Fig. 1: placement view
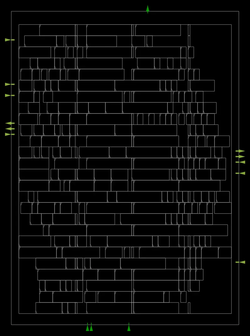
Fig. 2: sequential cells colored by netlist name
Other sequential cells in the stronger gray, the rest of the logic in the fainter gray.
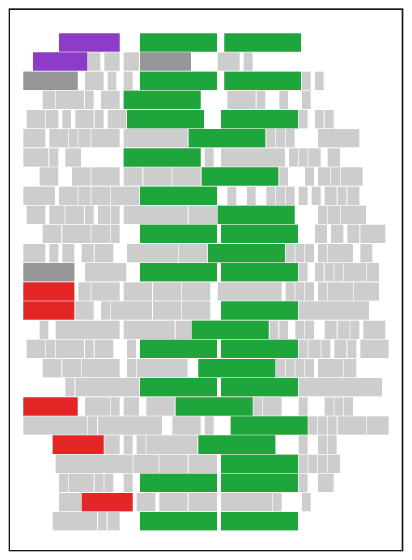
Fig. 3: routed metal, one color a layer
The bar under the picture is 20 µm long. Only two layers are drawn.
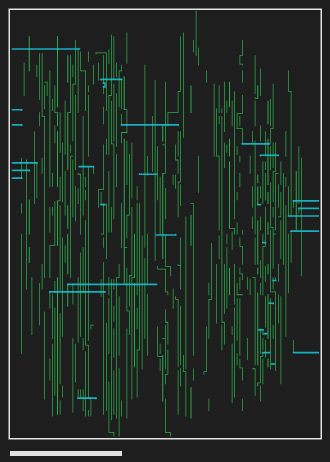
**src/rtl/neuron_lut_loader.sv**
```systemverilog
// neuron_lut_loader: runtime-loadable truth table standing in for a compiled neuron.
// Latency: M1 combinational from M0 (1 cycle when NEURON_LUT_LOADER_REG_OUT_EN is defined).
// Backpressure: ld_ready is high only in LOAD; entries offered at any other time are ignored.
//
// Ports:
//   clk, rst          single clock, synchronous active-high reset
//   load_start        one-cycle request to begin or restart a table load
//   ld_valid/ld_ready valid/ready handshake for table entries
//   ld_data           entry written at the current load address on an accepted beat
//   ld_done           one-cycle pulse after the last entry is written
//   loaded            table complete, lookups live
//   M0 / M1           lookup address / result (same shape as a compiled neuron)
//
// Optional feature: define NEURON_LUT_LOADER_REG_OUT_EN to register M1.
module neuron_lut_loader #(
   parameter int IN_BITS  = 4,
   parameter int OUT_BITS = 2
) (
   input  logic                clk,
   input  logic                rst,
   input  logic                load_start,
   input  logic                ld_valid,
   output logic                ld_ready,
   input  logic [OUT_BITS-1:0] ld_data,
   output logic                ld_done,
   output logic                loaded,
   input  logic [IN_BITS-1:0]  M0,
   output logic [OUT_BITS-1:0] M1
);

   localparam int DEPTH = 1 << IN_BITS;
   // One spare bit so the last-address compare never sees a wrapped counter.
   localparam int AW = IN_BITS + 1;
   localparam logic [AW-1:0] LAST_ADDR = AW'(DEPTH - 1);

   typedef enum logic [1:0] {
      EMPTY = 2'd0,
      LOAD  = 2'd1,
      READY = 2'd2
   } state_t;

   state_t               state;
   state_t               state_nxt;
   logic [AW-1:0]        addr;
   logic [AW-1:0]        addr_nxt;
   logic                 beat;
   logic                 wr_en;
   logic                 done_nxt;
   logic                 ready_nxt;
   logic                 loaded_nxt;
   logic [OUT_BITS-1:0]  lut_mem [DEPTH];
   logic [OUT_BITS-1:0]  lut_rd;

   // ld_ready is high exactly in LOAD, so it doubles as the acceptance gate.
   assign beat = ld_valid && ld_ready;

   // ---------------------------------------------------------------
   // State register (also holds the registered handshake outputs)
   // ---------------------------------------------------------------
   always_ff @(posedge clk) begin
      if (rst) begin
         state    <= EMPTY;
         addr     <= '0;
         ld_ready <= 1'b0;
         loaded   <= 1'b0;
         ld_done  <= 1'b0;
      end else begin
         state    <= state_nxt;
         addr     <= addr_nxt;
         ld_ready <= ready_nxt;
         loaded   <= loaded_nxt;
         ld_done  <= done_nxt;
      end
   end

   // ---------------------------------------------------------------
   // Next-state logic
   // ---------------------------------------------------------------
   always_comb begin
      state_nxt = state;
      addr_nxt  = addr;
      wr_en     = 1'b0;
      done_nxt  = 1'b0;
      case (state)
         EMPTY: begin
            if (load_start) begin
               state_nxt = LOAD;
               addr_nxt  = '0;
            end
         end
         LOAD: begin
            // A restart outranks a beat in the same cycle: the beat is
            // dropped, and a final beat cannot complete the load.
            if (load_start) begin
               addr_nxt = '0;
            end else if (beat) begin
               wr_en = 1'b1;
               if (addr == LAST_ADDR) begin
                  state_nxt = READY;
                  done_nxt  = 1'b1;
                  addr_nxt  = '0;
               end else begin
                  addr_nxt = addr + AW'(1);
               end
            end
         end
         READY: begin
            if (load_start) begin
               state_nxt = LOAD;
               addr_nxt  = '0;
            end
         end
         default: begin
            state_nxt = EMPTY;
            addr_nxt  = '0;
         end
      endcase
   end

   // ---------------------------------------------------------------
   // Output logic: next values of the registered status outputs
   // ---------------------------------------------------------------
   always_comb begin
      ready_nxt  = 1'b0;
      loaded_nxt = 1'b0;
      case (state_nxt)
         LOAD:    ready_nxt  = 1'b1;
         READY:   loaded_nxt = 1'b1;
         default: begin
            ready_nxt  = 1'b0;
            loaded_nxt = 1'b0;
         end
      endcase
   end

   // ---------------------------------------------------------------
   // Table storage. Deliberately not cleared: stale entries are hidden
   // because M1 is forced to zero whenever loaded is low.
   // ---------------------------------------------------------------
   always_ff @(posedge clk) begin
      if (wr_en && !rst) begin
         lut_mem[addr[IN_BITS-1:0]] <= ld_data;
      end
   end

   assign lut_rd = lut_mem[M0];

`ifdef NEURON_LUT_LOADER_REG_OUT_EN
   always_ff @(posedge clk) begin
      if (rst) begin
         M1 <= '0;
      end else begin
         M1 <= loaded ? lut_rd : '0;
      end
   end
`else
   // Combinational lookup keeps timing identical to a compiled neuron.
   always_comb begin
      M1 = loaded ? lut_rd : '0;
   end
`endif

endmodule

```
**config.mk**
```make
export PLATFORM = sky130hd
export DESIGN_NAME = neuron_lut_loader
export DESIGN_NICKNAME = d
export VERILOG_FILES = /design/src/rtl/neuron_lut_loader.sv
export SDC_FILE = /design/constraint.sdc
export NUM_CORES = 1
export LEC_CHECK = 0
export ABC_AREA = 1
export ABC_CLOCK_PERIOD_IN_PS = 1250
export CAP_MARGIN = 20
export CORE_ASPECT_RATIO = 1.4
export CORE_MARGIN = 1.5
export CORE_UTILIZATION = 51
export CTS_BUF_LIST = sky130_fd_sc_hd__clkbuf_16
export CTS_CLUSTER_DIAMETER = 30
export CTS_CLUSTER_SIZE = 16
export DETAILED_ROUTE_END_ITERATION = 16
export HOLD_SLACK_MARGIN = 0.05
export PLACE_DENSITY_LB_ADDON = 0.3
export REMOVE_ABC_BUFFERS = 1
export SYNTH_ARGS = -nofsm -noshare
export SYNTH_HDL_FRONTEND = slang
export SYNTH_SLANG_ARGS = --single-unit
```
**constraint.sdc**
```tcl
create_clock -name clk -period 1.25 [get_ports clk]
set_input_delay 0.25 -clock clk [delete_from_list [all_inputs] [get_ports clk]]
set_output_delay 0.25 -clock clk [all_outputs]
set_load 0.01 [all_outputs]
```
==> Slide: Implementation Results <==
Flow Results at a Glance

Die
  – Fp_density: 53.8%
  – I/O pin total: 15
  – Chip area: 4270 µm²
  – Die height: ~77 µm
  – Die x size: 55.6 µm
  – FP Rows: 26

Placement
  – HPWL after DPL: 2.74 mm
  – Setup WS pre-CTS: -995 ps
  – RePlAce Congestion: 0.878

Outcome
  – Failing checks: negative setup slack
  – Outcome: complete, but fails checks

Yosys
  – Main flop type: edfxtp_1
  – Post-synth regs: around 42
  – Top-area cell share: about half
  – Top cells by count: 65 x nand2_1, 32 x edfxtp_1, 31 x inv_1, 23 x nand3_1, 22 x nor2_1
  – Cell variety after synth: 23
  – Sequential fraction of the synthesis area: 58.7%
  – Mapped Cells: 218
  – Largest area contributor in the netlist: edfxtp_1
  – Biggest area cells: edfxtp_1 49%, nand2_1 12%, dfxtp_1 10%
  – Cell area after synthesis: slightly below 2000 µm²
  – Average size of a mapped cell: between 9 and 10 µm²
  – Post-synth EDFFs: 32
  – YS chip area: 1980 µm²
  – Synthesis Warnings: 0

Setup path
  – R2r endpoint: lut_mem[13][0]
  – Top delay family on crit path: simple AND/OR/NAND/NOR gates
  – Cell repeated most along the worst path: nand3_1
  – Slowest CP cell: edfxtp_1
  – Slowest stage delay, CP: 320 ps
  – CP cell instances: inv_1, nand2_1, nand3_1, nand3_1, nand3_2, a21oi_2, buf_2
  – Critical path capture point type: output pin
  – Critical Path Source Type: flip-flop
  – Critical Path Source: lut_mem[11][1]
  – CP required: 1000 ps
  – Buffers plus inverters on the worst setup path: 2
  – FF-to-FF path depth: 7
  – R2r setup slk: -110 ps
  – Critical path depth: 7
  – Worst-path fanout max: 1

Final timing
  – Final Setup Violations: 34
  – Worst Hold Slack: 518 ps
  – Fin crit share: 118%
  – Clock skew: slightly above 4 ps
  – Final setup margin: -231 ps
  – Unrepaired setup endpoints after global routing: true
  – Final Hold Fails: 0
  – Max transition margin: about three quarters
  – Max-slew violation count: 0
  – Worst-margin pin slew: 401 ps

Finish
  – N_diodes: 0
  – Fill count: 210
  – Fin nets: 274
  – Layout area overhead: 45.4%
  – Post-route insts no fill: between 300 and 400
  – Most frequent logic cell in the layout: nand2_1
  – Layout cell share with drive strength beyond 1: 36.4%
  – Top cells excl fill/tap: 59 x nand2_1, 32 x edfxtp_1, 27 x inv_1, 20 x nor2_4, 20 x buf_4

Clocking
  – Root Buffer: clkbuf_16
  – Cts bufs inserted: 5
  – Maximum root-to-sink buffer count: 2
  – Hold_buf cts: 0
  – CTS H-Tree Depth: 2
  – Post_cts resized: roughly 85
  – Post-CTS Setup Bufs: 1
  – Clock Sinks: 42
  – Latency at later pin: ~280 ps
  – Clk slew on worst S/H paths: 60 ps
  – CTS tree: built

Global routing
  – Number of global-route vias before repair: 1596
  – First-pass GRT wire length: 7.19 mm
  – GR Util met1: 21.5%
  – Antenna violations before repair: 0
  – Overflow after GRT: 0
  – GR Util met2: 43.1%
  – Largest net degree at the start of global routing: 17

Routing
  – Residual DRC: 0
  – First DRT Iteration DRCs: 65
  – Detailed Routing Iterations Pass 1: 4
  – Via density: 5.25
  – Detail Route Antenna Nets: 0

Power
  – P_leak: 0.00116 µW
  – Pwr dens: 1120 nW/µm²
  – Max VDD drop: 0.00113 V

Job
  – Max Cap Viol: 0

Hold path
  – Hold/Removal Path Class: flip-flop to flip-flop
  – Worst Hold Depth: 1
-- Fig. 1 (at the start) --
sequential cell count: 42
Core Area: 3680 µm²

-- Fig. 2 (at the start) --
legend:
  `state`:
    color: purple
    placed_flops: 2
  `lut_mem`:
    color: green
    placed_flops: 32
    where: a vertical strip down the middle
  `addr`:
    color: red
    placed_flops: 5
not colored: 3
Seq power: 1510 µW
Final Util: 78.2%
Seq area share: 40.6%

-- Fig. 3 (at the start) --
legend:
  M3:
    color: cyan
    wire_length: 112 µm
  M2:
    color: green
    wire_length: 2670 µm
gr usage total: 22.0%
Final Routed Wirelength: 4.56 mm
DR vias: 1590
DR WL/cell: 15.0 µm

==> cell families (layout without fill, tap and decap cells) <==
| group | Yosys count | in the layout | synth area share [%] |
|---|---|---|---|
| AND-OR/OR-AND | 14 | 14 | 4.49 |
| adder cells (fa/ha/maj) | 4 | 4 | 2.53 |
| buffers and inverters | 38 | 81 | 8.41 |
| flip-flops | 42 | 42 | 58.7 |
| AND/OR/NAND/NOR | 120 | 120 | 25.9 |
==> state kept, by name, summed over array words and instances, names as in the netlist <==
register and flops:
ld_done 1, ld_ready 1, state 2, loaded 1
lut_mem 32, addr 5
==> metrics by stage <==
stage	utilization (%)	setup TNS (ps)	instance area [µm²]	power [µW]
2_1_floorplan	-	-2100	1940	1630
3_3_place_gp	62.3	-15470	2290	1760
3_5_place_dp	62.3	-16230	2290	1760
4_1_cts	74.5	-3000	2740	3190
5_1_grt	78.2	-4330	2880	3300
6_report	78.2	-2520	2880	3210
==> final cells by class <==
class,count,area (µm²),share of cell area (%)
inverters,34,153,5.31
repair buffers,39,382,13.3
clock inverters,3,37.5,1.31
clock buffers,5,125,4.35
flip-flops and latches,42,1170,40.6
multi-input cells,138,957,33.3
well taps,42,52.6,1.83
==> worst min-delay path by stage <==
stage,to
CTS,ld_done
finish,ld_done
global placement,ld_done
detailed placement,ld_done
floorplan,ld_ready
global route,ld_done
==> layer usage <==
layer / routed length [µm] / part of all wire, %
met4: 156 / 3.4
met5: 0 / 0
met1: 1620 / 36
met3: 111 / 2.4
met2: 2670 / 59
==> where the power goes <==
part | internal (µW) | switching, µW
Clock | 926 | 470
Combinational | 147 | 153
Sequential | 1500 | 4.61
Total | 2580 | 628
==> worst register-to-register path: cells and delay by family, from the launching register on <==
family / cells / cell delay [ps]
simple gates: 6 / 620
flops: 1 / 350
buf+inv: 1 / 100
No activity file was given, so power comes from the tool's default toggle rates.
